`config.mk`:
```
export PLATFORM = sky130hd
export DESIGN_NAME = multicycle_ctrl_fsm
export DESIGN_NICKNAME = d
export VERILOG_FILES = /design/src/rtl/multicycle_ctrl_fsm.sv
export SDC_FILE = /design/constraint.sdc
export NUM_CORES = 1
export LEC_CHECK = 0
export ABC_CLOCK_PERIOD_IN_PS = 3850
export CORE_MARGIN = 3
export CORE_UTILIZATION = 35
export CTS_CLUSTER_DIAMETER = 80
export DETAILED_ROUTE_END_ITERATION = 12
export PLACE_DENSITY = 0.65
export REMOVE_ABC_BUFFERS = 1
export SLEW_MARGIN = 20
export SYNTH_ARGS = -nofsm -noshare
export SYNTH_HDL_FRONTEND = slang
export SYNTH_SLANG_ARGS = --single-unit
```
`constraint.sdc`:
```
create_clock -name clk -period 3.85 [get_ports clk]
set_input_delay 0.77 -clock clk [delete_from_list [all_inputs] [get_ports clk]]
set_output_delay 0.77 -clock clk [all_outputs]
set_load 0.1 [all_outputs]
```
`src/rtl/multicycle_ctrl_fsm.sv`:
```
// multicycle_ctrl_fsm: multi-cycle MIPS control FSM with memory wait-states, watchdog and illegal-op trap; define MCU_EXT_OPS_EN to add bne/andi/ori
module multicycle_ctrl_fsm #(
  parameter int ALU_W   = 3,
  parameter int TIMEOUT = 0,
  parameter int CNT_W   = 8
) (
  input  logic             clk,
  input  logic             rst_n,
  input  logic [5:0]       op,
  input  logic [5:0]       funct,
  input  logic             zero,
  input  logic             mem_ready,
  output logic             pcen,
  output logic             iord,
  output logic             memwrite,
  output logic             irwrite,
  output logic             regdst,
  output logic             memtoreg,
  output logic             regwrite,
  output logic             alusrca,
  output logic [1:0]       alusrcb,
  output logic [1:0]       pcsrc,
  output logic [ALU_W-1:0] alucontrol,
  output logic             zext,
  output logic             illegal,
  output logic [3:0]       state_o
);
`ifdef MCU_EXT_OPS_EN
  localparam bit EXT = 1'b1;
`else
  localparam bit EXT = 1'b0;
`endif
  localparam logic [ALU_W-1:0] A_AND = ALU_W'(0);
  localparam logic [ALU_W-1:0] A_OR  = ALU_W'(1);
  localparam logic [ALU_W-1:0] A_ADD = ALU_W'(2);
  localparam logic [ALU_W-1:0] A_SUB = ALU_W'(6);
  localparam logic [ALU_W-1:0] A_SLT = ALU_W'(7);
  typedef enum logic [3:0] {
    FETCH = 4'd0, DECODE = 4'd1, MEMADR = 4'd2, MEMRD = 4'd3, MEMWB = 4'd4, MEMWR = 4'd5,
    EXEC = 4'd6, ALUWB = 4'd7, BRANCH = 4'd8, ADDIEX = 4'd9, ADDIWB = 4'd10, JUMP = 4'd11,
    FAULT = 4'd15
  } state_t;
  state_t state, nxt, dec_nxt;
  logic [CNT_W-1:0] cnt;
  logic pcw_q, br_q, bne_q;
  logic is_r, is_mem, is_br, is_imm, ext_i, r_ok, wait_st, timeout;
  logic [ALU_W-1:0] alu_f, alu_i;
  assign is_r    = op == 6'b000000;
  assign is_mem  = op == 6'b100011 || op == 6'b101011;
  assign is_br   = op == 6'b000100 || (EXT && op == 6'b000101);
  assign ext_i   = EXT && (op == 6'b001100 || op == 6'b001101);
  assign is_imm  = op == 6'b001000 || ext_i;
  assign r_ok    = funct inside {6'b100000, 6'b100010, 6'b100100, 6'b100101, 6'b101010};
  assign alu_f   = funct == 6'b100010 ? A_SUB : funct == 6'b100100 ? A_AND :
                   funct == 6'b100101 ? A_OR : funct == 6'b101010 ? A_SLT : A_ADD;
  assign alu_i   = !ext_i ? A_ADD : op == 6'b001100 ? A_AND : A_OR;
  assign dec_nxt = is_r ? (r_ok ? EXEC : FAULT) : is_mem ? MEMADR : is_br ? BRANCH :
                   is_imm ? ADDIEX : op == 6'b000010 ? JUMP : FAULT;
  assign wait_st = state == FETCH || state == MEMRD || state == MEMWR;
  assign timeout = TIMEOUT != 0 && wait_st && !mem_ready && cnt == CNT_W'(TIMEOUT);
  assign irwrite = rst_n && state == FETCH && mem_ready;
  assign pcen    = irwrite || pcw_q || (br_q && (bne_q ? !zero : zero));
  assign state_o = state;
  // next-state selection; wait states stall on mem_ready and trap on watchdog expiry
  always_comb begin
    nxt = FAULT;
    case (state)
      FETCH:  nxt = timeout ? FAULT : mem_ready ? DECODE : FETCH;
      DECODE: nxt = dec_nxt;
      MEMADR: nxt = op == 6'b101011 ? MEMWR : MEMRD;
      MEMRD:  nxt = timeout ? FAULT : mem_ready ? MEMWB : MEMRD;
      MEMWR:  nxt = timeout ? FAULT : mem_ready ? FETCH : MEMWR;
      EXEC:   nxt = ALUWB;
      ADDIEX: nxt = ADDIWB;
      MEMWB, ALUWB, BRANCH, ADDIWB, JUMP: nxt = FETCH;
      default: nxt = FAULT;
    endcase
  end
  // state, watchdog and outputs decoded from the next state all load on the same edge
  always_ff @(posedge clk or negedge rst_n)
    if (!rst_n) begin
      state      <= FETCH;
      cnt        <= '0;
      iord       <= 1'b0;
      memwrite   <= 1'b0;
      regdst     <= 1'b0;
      memtoreg   <= 1'b0;
      regwrite   <= 1'b0;
      alusrca    <= 1'b0;
      alusrcb    <= 2'b01;
      pcsrc      <= 2'b00;
      alucontrol <= A_ADD;
      zext       <= 1'b0;
      illegal    <= 1'b0;
      pcw_q      <= 1'b0;
      br_q       <= 1'b0;
      bne_q      <= 1'b0;
    end else begin
      state      <= nxt;
      cnt        <= (nxt != state || mem_ready || !wait_st) ? '0 : cnt == '1 ? cnt : cnt + 1'b1;
      iord       <= nxt == MEMRD || nxt == MEMWR;
      memwrite   <= nxt == MEMWR;
      regdst     <= nxt == ALUWB;
      memtoreg   <= nxt == MEMWB;
      regwrite   <= nxt == MEMWB || nxt == ALUWB || nxt == ADDIWB;
      alusrca    <= nxt == MEMADR || nxt == EXEC || nxt == BRANCH || nxt == ADDIEX;
      alusrcb    <= nxt == FETCH ? 2'b01 : nxt == DECODE ? 2'b11 :
                    (nxt == MEMADR || nxt == ADDIEX) ? 2'b10 : 2'b00;
      pcsrc      <= nxt == BRANCH ? 2'b01 : nxt == JUMP ? 2'b10 : 2'b00;
      alucontrol <= nxt == EXEC ? alu_f : nxt == BRANCH ? A_SUB : nxt == ADDIEX ? alu_i : A_ADD;
      zext       <= nxt == ADDIEX && ext_i;
      illegal    <= nxt == FAULT;
      pcw_q      <= nxt == JUMP;
      br_q       <= nxt == BRANCH;
      bne_q      <= EXT && op == 6'b000101;
    end
endmodule

```
Figure 1. M1 wires.
Cells faint in the background.
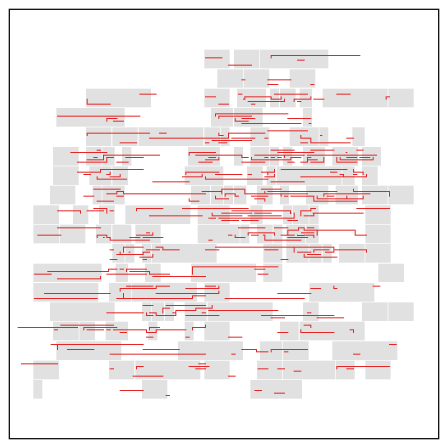
longest straight run: 16.6 um
wire length on this layer: 971 um
share of all routed wire: 42%
main direction: horizontal

Figure 2. Met2 routing.
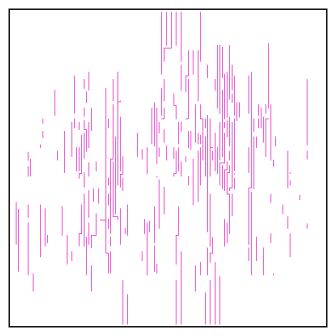
longest straight run: 31.2 um
main direction: vertical
nets with wire on the layer: 141

Figure 3. Signal wires on met3.
Cells faint in the background.
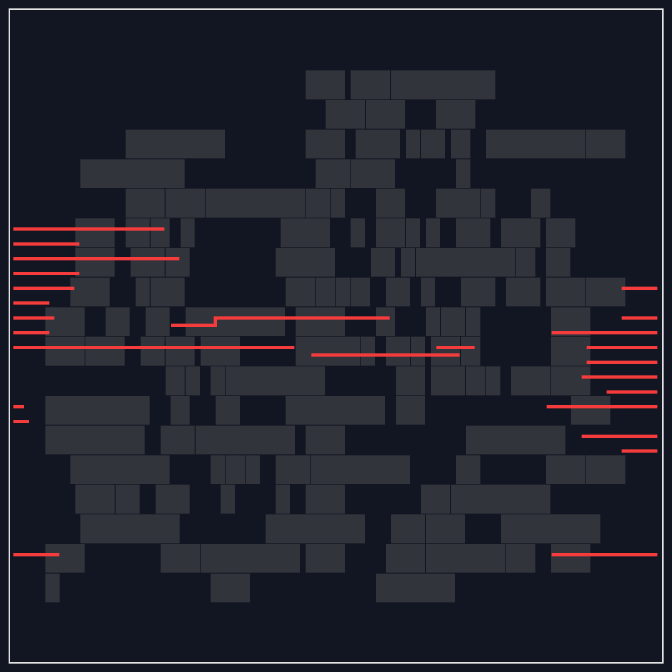
nets with wire on the layer: 26
main direction: horizontal
wire length on this layer: 191 um
share of all routed wire: 8.2%

==> impl_metrics.json <==
{
  "outcome": "finished clean",
  "p_sw_mw": 0.08518,
  "comb_cell_power_mw": 0.0369,
  "grt_antenna_before_repair": 0,
  "flop_cell": "dfrtp_1",
  "dr.pass1.iters": 4,
  "top_cell_area_share": 0.4182,
  "cts_buffers": 3,
  "clk_pin_slew_ns": 0.11,
  "ioPinCount": 37,
  "async_flop_share": 1.000,
  "skew_ns": 0.001876,
  "top_layer": "met3",
  "cpMaxStageDelayCell": "clkdlybuf4s50_1",
  "syn_area_um2": 1017,
  "root_buffer": "clkbuf_4",
  "avgViaCountPerCell": 5.383,
  "grt_pass1_wl_um": 3870,
  "synth_cells": 100,
  "floorplan.die_area_um2": 3589,
  "ant_nets": 0,
  "intPower_mw": 0.2577,
  "tool_warnings": 25,
  "fp_util": 0.3894,
  "cts_sinks": 19,
  "cp_cell_sequence": "clkdlybuf4s50_1 > nand2_1 > nor4b_1 > buf_4 > a211o_1 > buf_12",
  "cts_tree": "built",
  "area_growth_pct": 42.31,
  "hold_path_class": "reg -> reg",
  "path_delay_family": "buffers and inverters",
  "p_per_area_nw_per_um2": 236.8,
  "synth.most_common_cell": "dfrtp_1",
  "vias": 899,
  "wl_met3_um": 190,
  "ys_area_um2": 1017,
  "sw_frac_of_total": 0.2485,
  "max_stage_delay_ns": 0.62,
  "r2r_cells": 6,
  "top_cells_by_area": "dfrtp_1, dfstp_2, nor2b_1",
  "met1Wirelength_um": 971,
  "p_clk_frac": 0.310
}
Figure 4. Sequential cells coloured by netlist name.
The bar under the picture is 20 um long. Other sequential cells in the stronger grey, the rest of the logic in the fainter grey.
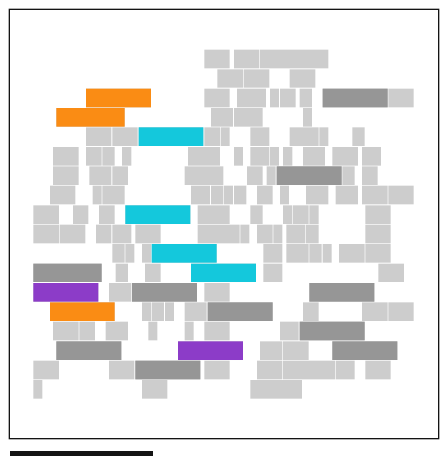
legend:
  `pcsrc`:
    colour: purple
    sequential_cells: 2
  `alucontrol`:
    colour: orange
    sequential_cells: 3
  `state_o`:
    colour: cyan
    sequential_cells: 4
    where: middle
not coloured: 10

Figure 5. Routing congestion map.
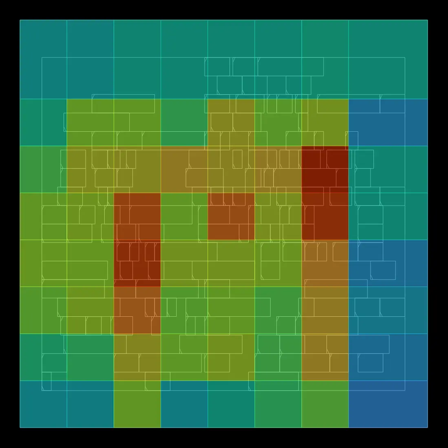
Finished Core Util: 0.5541
met2 Resource Use GR: 0.2269
met1 Track Usage GR: 0.1861
wire per inst: 13.92 um
GR Util met3: 0.04968

## cell type report
class / count / area (um2) / area share
repair buffers: 37 / 385.4 / 0.2662
flip-flops and latches: 19 / 478.0 / 0.3302
inverters: 8 / 30.03 / 0.02074
clock inverters: 1 / 7.507 / 0.005186
well taps: 30 / 37.54 / 0.02593
clock buffers: 3 / 22.52 / 0.01556
multi-input cells: 69 / 486.7 / 0.3362
## cell families after synthesis
kind of cell | count (synthesis) | share of synthesized area
other cells | 1 | 0.003686
xor+xnor | 1 | 0.008612
simple gates | 45 | 0.2743
compound gates | 22 | 0.1919
buf+inv | 12 | 0.05166
flops | 19 | 0.4699
## flip-flops by register name, indices dropped and copies added (netlist names), 2 cells and up
register    count
alusrcb         2
pcsrc           2
state_o         4
alucontrol      3
